[src/rtl/sr_reg_bank_pkg.sv]
// Shared definitions for the SR register bank: s=r=1 resolution modes and
// the per-channel next-state function.
package sr_reg_bank_pkg;

   localparam int unsigned RESET_DOM = 32'd0;
   localparam int unsigned SET_DOM   = 32'd1;
   localparam int unsigned TOGGLE    = 32'd2;
   localparam int unsigned HOLD      = 32'd3;

   // Next value of one channel; a disabled channel holds regardless of s/r.
   function automatic logic sr_next(input int unsigned mode, input logic q,
                                    input logic e, input logic s, input logic r);
      logic nxt;
      nxt = q;
      if (e) begin
         case ({s, r})
            2'b01:   nxt = 1'b0;
            2'b10:   nxt = 1'b1;
            2'b11: begin
               case (mode)
                  RESET_DOM: nxt = 1'b0;
                  SET_DOM:   nxt = 1'b1;
                  TOGGLE:    nxt = ~q;
                  default:   nxt = q;
               endcase
            end
            default: nxt = q;
         endcase
      end else begin
         nxt = q;
      end
      return nxt;
   endfunction

endpackage

[src/rtl/sr_reg_bank_cell.sv]
// One clocked SR storage channel with a registered change pulse.
module sr_cell
   import sr_reg_bank_pkg::*;
#(
   parameter int unsigned MODE = RESET_DOM
) (
   input  logic clk,
   input  logic rst,
   input  logic e,
   input  logic s,
   input  logic r,
   output logic q,
   output logic chg
);

   logic q_r;
   logic chg_r;
   logic q_nxt_s;

   // Resolve the requested next state for this channel.
   always_comb begin
      q_nxt_s = sr_next(MODE, q_r, e, s, r);
   end

   // State and change-pulse registers; reset does not produce a change pulse.
   always_ff @(posedge clk) begin
      if (rst) begin
         q_r   <= 1'b0;
         chg_r <= 1'b0;
      end else begin
         q_r   <= q_nxt_s;
         chg_r <= q_nxt_s ^ q_r;
      end
   end

   assign q   = q_r;
   assign chg = chg_r;

endmodule

[src/rtl/sr_reg_bank.sv]
// WIDTH-channel clocked SR register bank with collision flag and saturating
// collision counter.
module sr_reg_bank
   import sr_reg_bank_pkg::*;
#(
   parameter int unsigned WIDTH = 8,
   parameter int unsigned MODE  = RESET_DOM,
   parameter int unsigned CNT_W = 4
) (
   input  logic             clk,
   input  logic             rst,
   input  logic             e,
   input  logic [WIDTH-1:0] s,
   input  logic [WIDTH-1:0] r,
   input  logic             clr_err,
   output logic [WIDTH-1:0] q,
   output logic [WIDTH-1:0] q_n,
   output logic [WIDTH-1:0] chg,
   output logic             err,
   output logic [CNT_W-1:0] err_cnt
);

   localparam logic [CNT_W-1:0] CNT_MAX = {CNT_W{1'b1}};
   localparam logic [CNT_W-1:0] CNT_ONE = CNT_W'(1'b1);

   if (MODE > HOLD) begin : g_bad_mode
      $error("sr_reg_bank: MODE must be 0..3");
   end

   logic [WIDTH-1:0] q_s;
   logic [WIDTH-1:0] chg_s;
   logic             collision_s;
   logic             err_r;
   logic [CNT_W-1:0] cnt_r;

   for (genvar i = 0; i < WIDTH; i++) begin : g_cell
      sr_cell #(.MODE(MODE)) u_cell (
         .clk (clk),
         .rst (rst),
         .e   (e),
         .s   (s[i]),
         .r   (r[i]),
         .q   (q_s[i]),
         .chg (chg_s[i])
      );
   end

   // Any number of simultaneous s=r=1 bits is a single collision event.
   always_comb begin
      collision_s = e & (|(s & r));
   end

   // Sticky flag and saturating counter; a clear takes effect before a same-cycle event.
   always_ff @(posedge clk) begin
      if (rst) begin
         err_r <= 1'b0;
         cnt_r <= '0;
      end else if (clr_err) begin
         err_r <= collision_s;
         cnt_r <= collision_s ? CNT_ONE : {CNT_W{1'b0}};
      end else if (collision_s) begin
         err_r <= 1'b1;
         if (cnt_r != CNT_MAX) begin
            cnt_r <= cnt_r + CNT_ONE;
         end else begin
            cnt_r <= cnt_r;
         end
      end else begin
         err_r <= err_r;
         cnt_r <= cnt_r;
      end
   end

   assign q       = q_s;
   assign q_n     = ~q_s;
   assign chg     = chg_s;
   assign err     = err_r;
   assign err_cnt = cnt_r;

endmodule

[config.mk]
export PLATFORM = sky130hd
export DESIGN_NAME = sr_reg_bank
export DESIGN_NICKNAME = d
export VERILOG_FILES = /design/src/rtl/sr_reg_bank_pkg.sv /design/src/rtl/sr_reg_bank_cell.sv /design/src/rtl/sr_reg_bank.sv
export SDC_FILE = /design/constraint.sdc
export NUM_CORES = 1
export LEC_CHECK = 0
export ABC_AREA = 1
export CAP_MARGIN = 5
export CORE_MARGIN = 3
export CORE_UTILIZATION = 48
export DETAILED_ROUTE_END_ITERATION = 6
export DONT_BUFFER_PORTS = 1
export MAX_ROUTING_LAYER = met4
export PLACE_DENSITY = 0.68
export RECOVER_POWER = 50
export SYNTH_ARGS = -nofsm -noshare
export SYNTH_HDL_FRONTEND = slang
export SYNTH_SLANG_ARGS = --single-unit
[constraint.sdc]
create_clock -name clk -period 1.8 [get_ports clk]
set_clock_uncertainty 0.2 [all_clocks]
set_input_delay 0.36 -clock clk [delete_from_list [all_inputs] [get_ports clk]]
set_output_delay 0.36 -clock clk [all_outputs]
set_load 0.1 [all_outputs]
Fig. 1: congestion heat map
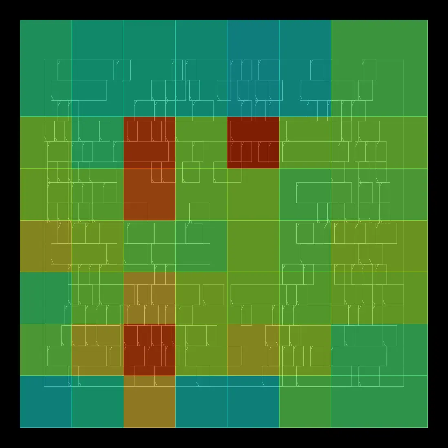
final core occ: 59.0%
GR Util met2: 31.1%
M1 GR Usage: 15.1%
Wirelength per Cell: 10.9 um

Fig. 2: cell density map
The die is cut into 11 by 11 equal tiles; black is low, pale yellow is high, 0 to 100% covered.
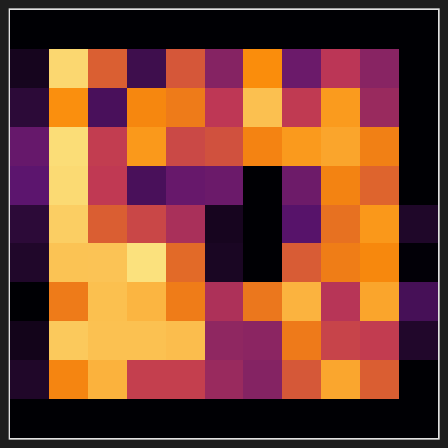
emptiest ninth of the die: north-east
mean over tiles: 41%
nearly empty tiles: 26%

Fig. 3: sequential cells coloured by netlist name
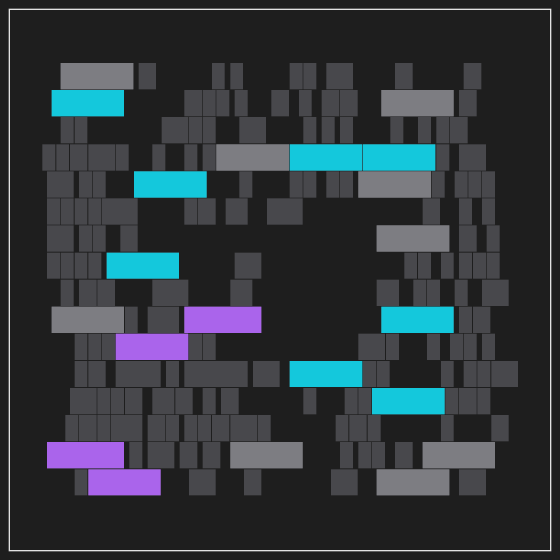
legend:
  `g_cell.u_cell.q`:
    colour: cyan
    flops: 8
  `err_cnt`:
    colour: purple
    flops: 4
Seq/total area: 34.4%
Seq. pwr: 504 uW
register area: 423 um2

==> metrics.yaml <==
timing:
  fmax_mhz: 602
  relSlewSlack_pct: 53.6
  drv_slew: 0
  setup_viol: 0
  rsz0062_at_grt: "no"
  hold_viol: 0
  hold_ws_ns: 0.00749
  min_period_over_period_pct: 92.3
  worst_pin_slew_ns: 0.694
  finalSetupTns_ns: 0
  fin_crit_ns: 1.66
place:
  dp_hpwl_um: 1770
  placed_cell_area_um2: 1220
  io_buffers: 0
  gp_congestion: 0.823
grt:
  overflow: 0
  grt.total_usage_pct: 16.6
  grt_max_degree: 20
  grt_pass1_wl_um: 3460
  grt_antenna_before_repair: 0
  grt_pass1_vias: 926
synth:
  synthDominantCellAreaShare_pct: 37.6
  syn_avg_cell_area_um2: 6.69
  synthAoiAreaFrac_pct: 7.17
  synthCells: 167
  flop_cell: "dfxtp_1"
  synth-seq-cells: 21
  synth-async-reset-ratio_pct: 0
  mux_area_share_pct: 0
  ys_warn_count: 0
  synth_dominant_cell_count: "nand2_1"
  topCellsByArea: "dfxtp_1, nand2_1, buf_4"
  synth_adder_area_share_pct: 1.12
  xor_share_pct: 0.784
  floorplan.nets: 188
  yosys-stat-area_um2: 1120
  edf_count: 0
  ys_cells: 167
  simple_gate_share_pct: 32.7
  synth.largest_area_cell: "dfxtp_1"
  synth_seq_share_pct: 37.6
  topCombFamilyByArea: "simple AND/OR/NAND/NOR gates"
  synthTopCellsByCount: "nand2_1, dfxtp_1, inv_1, buf_4, nor2_1"
  ys_types: 21
  synthesis.area_um2: 1120
setup_path:
  cp_data_required_time_ns: 1.24
  crit_fanout: 2
  max_stage_delay_ns: 0.46
  crit_arrival_ns: 1.10
  slowest_stage: "clkbuf_2"
  crit_path_end_kind: "primary output"
  startpoint_type: "register"
  path_class: "reg2out"
  cp_num_buf_inv: 1
  crit_family: "buffers and inverters"
  path_cells: "clkbuf_2"
clocking:
  numCtsBuffers: 3
  clkTransAtPathRegs_ns: 0.12
  cts.sinks: 21
  insertion_delay_ns: 0.29
  cts_tree: "yes"
  cts-htree-levels: 1
  clockBufferDepth: 2
  root_buffer: "clkbuf_4"
detailed_routing:
  drt-pass1-iter-count: 4
  drc_errors: 0
  vias: 1008
  drt_iter0_markers: 12
  viasPerCell: 4.82
  drt_wl_total_um: 2290
  ant_nets: 0
final_layout:
  fill_cells: 211
  diodes: 0
  drive_gt1_share_pct: 24.2
  comb_area_um2: 463
  fin_nets: 204
power_and_ir_drop:
  power.leakage_nw: 0.718
  p_per_area_nw_per_um2: 950
  power_mw: 1.17
  peakVddDrop_mv: 0.540
floorplanning:
  initCoreUtil_pct: 53.7
  fp.dieW_um: 54.2
  die_y_um: 54.2
  dieArea_um2: 2940
  ios: 49
flow_run:
  warning_count: 26
  drv_cap: 0
status:
  outcome: "finished clean"
worst_hold_path:
  hold_path.class: "in2reg"
Fig. 4: cell classes on the final placement
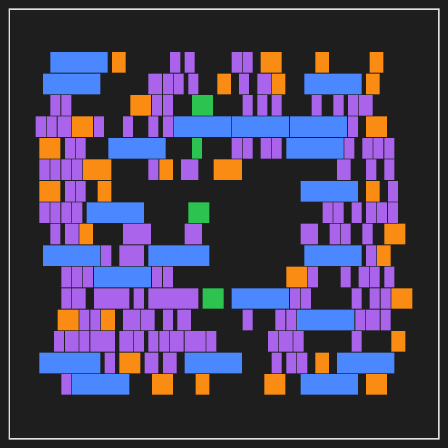
legend:
  clock drivers and dummy loads:
    colour: green
    cells: 4
    share_of_their_area: 2.2%
  sequential cells:
    colour: blue
    cells: 21
    share_of_their_area: 35%
  remaining buffers and delay cells:
    colour: orange
    cells: 31
    share_of_their_area: 17%
  combinational and other logic:
    colour: purple
    cells: 126
    share_of_their_area: 46%
core area: 2080 um2
site row count: 16

Fig. 5: cell sizes after repair
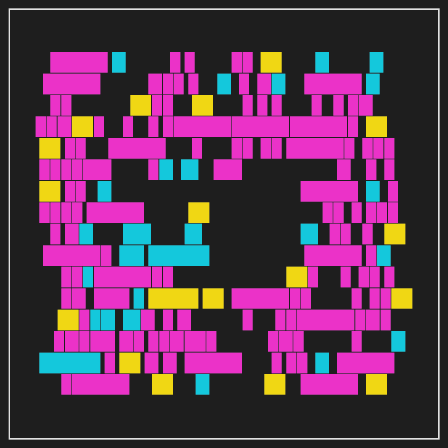
legend:
  _3 and _4 cells:
    colour: yellow
    cells: 18
    share: 9.9%
  _0 and _1 cells:
    colour: magenta
    cells: 138
    share: 76%
  _2 cells:
    colour: cyan
    cells: 26
    share: 14%
cell area after layout: 1230 um2
layout overhead on the synthesized area: 9.97%
Setup WS post-layout: 0.138 ns
Plain + repair buffers: 31

-- area by class of cell --
cell class,count,share of cell area [%]
Sequential cell,21,34.4
Clock buffer,4,2.14
Timing Repair Buffer,31,16.3
Multi-Input combinational cell,104,37.7
Inverter,22,6.72
Tap cell,27,2.75
-- routing by layer --
layer	track usage, %	vias to the layer above	share of wire (%)	wire length (um)
met2	31.1	32	51	1170
li1	-	515	-	-
met3	4.36	4	8.6	197
met4	8.71	0	0.96	22
met1	15.1	457	39	902
met5	-	-	0	0
-- registers in the layout, indices dropped and copies added (netlist names) --
register           count
g_cell.u_cell.chg      8
g_cell.u_cell.q        8
err_cnt                4
err                    1
-- worst paths after layout --
| path | from | endpoint | slack [ns] | cells after the start |
|---|---|---|---|---|
| max | g_cell[2].u_cell.q$_SDFF_PP0_ | q[2] | 0.14 | 1 |
| min | rst | err_cnt[1]$_SDFFE_PP0P_ | 0.007 | 3 |
| max reg2reg | err_cnt[1]$_SDFFE_PP0P_ | err_cnt[3]$_SDFFE_PP0P_ | 0.21 | 6 |
| min reg2reg | err_cnt[2]$_SDFFE_PP0P_ | err_cnt[2]$_SDFFE_PP0P_ | 0.31 | 2 |
-- cells by family after synthesis --
group	Yosys count
compound gates	14
flops	21
buf+inv	42
xor+xnor	1
simple gates	88
fa+ha+maj	1
-- cell usage in the layout, fill, tap and decap left out, drive strengths merged --
cell type	n
dfxtp	21
ha	1
nor2	13
a21oi	12
xor2	1
dlygate4sd3	2
nor3	1
inv	22
clkbuf	14
o21ai	1
nand3	5
a22oi	1
buf	19
nand2	69
-- through the flow --
stage | worst slack (ns) | cells
floorplan | 0.0119 | 167
global placement | 0.428 | 203
detailed placement | 0.391 | 203
CTS | 0.202 | 208
global route | 0.0818 | 209
finish | 0.138 | 209
-- repair_timing --
action                                  CTS  global route
hold endpoints to repair                 18             1
endpoints found under the setup margin    0             0
gates resized                             0             0
hold buffers                              1             1
buffers inserted                          0             0
-- power by group --
| group | total, mW | internal [mW] | switching [mW] |
|---|---|---|---|
| clock network | 0.223 | 0.0862 | 0.137 |
| registers | 0.504 | 0.493 | 0.0108 |
| logic | 0.440 | 0.0741 | 0.366 |
Power figures rest on the tool's default switching activity, not on a simulated workload.
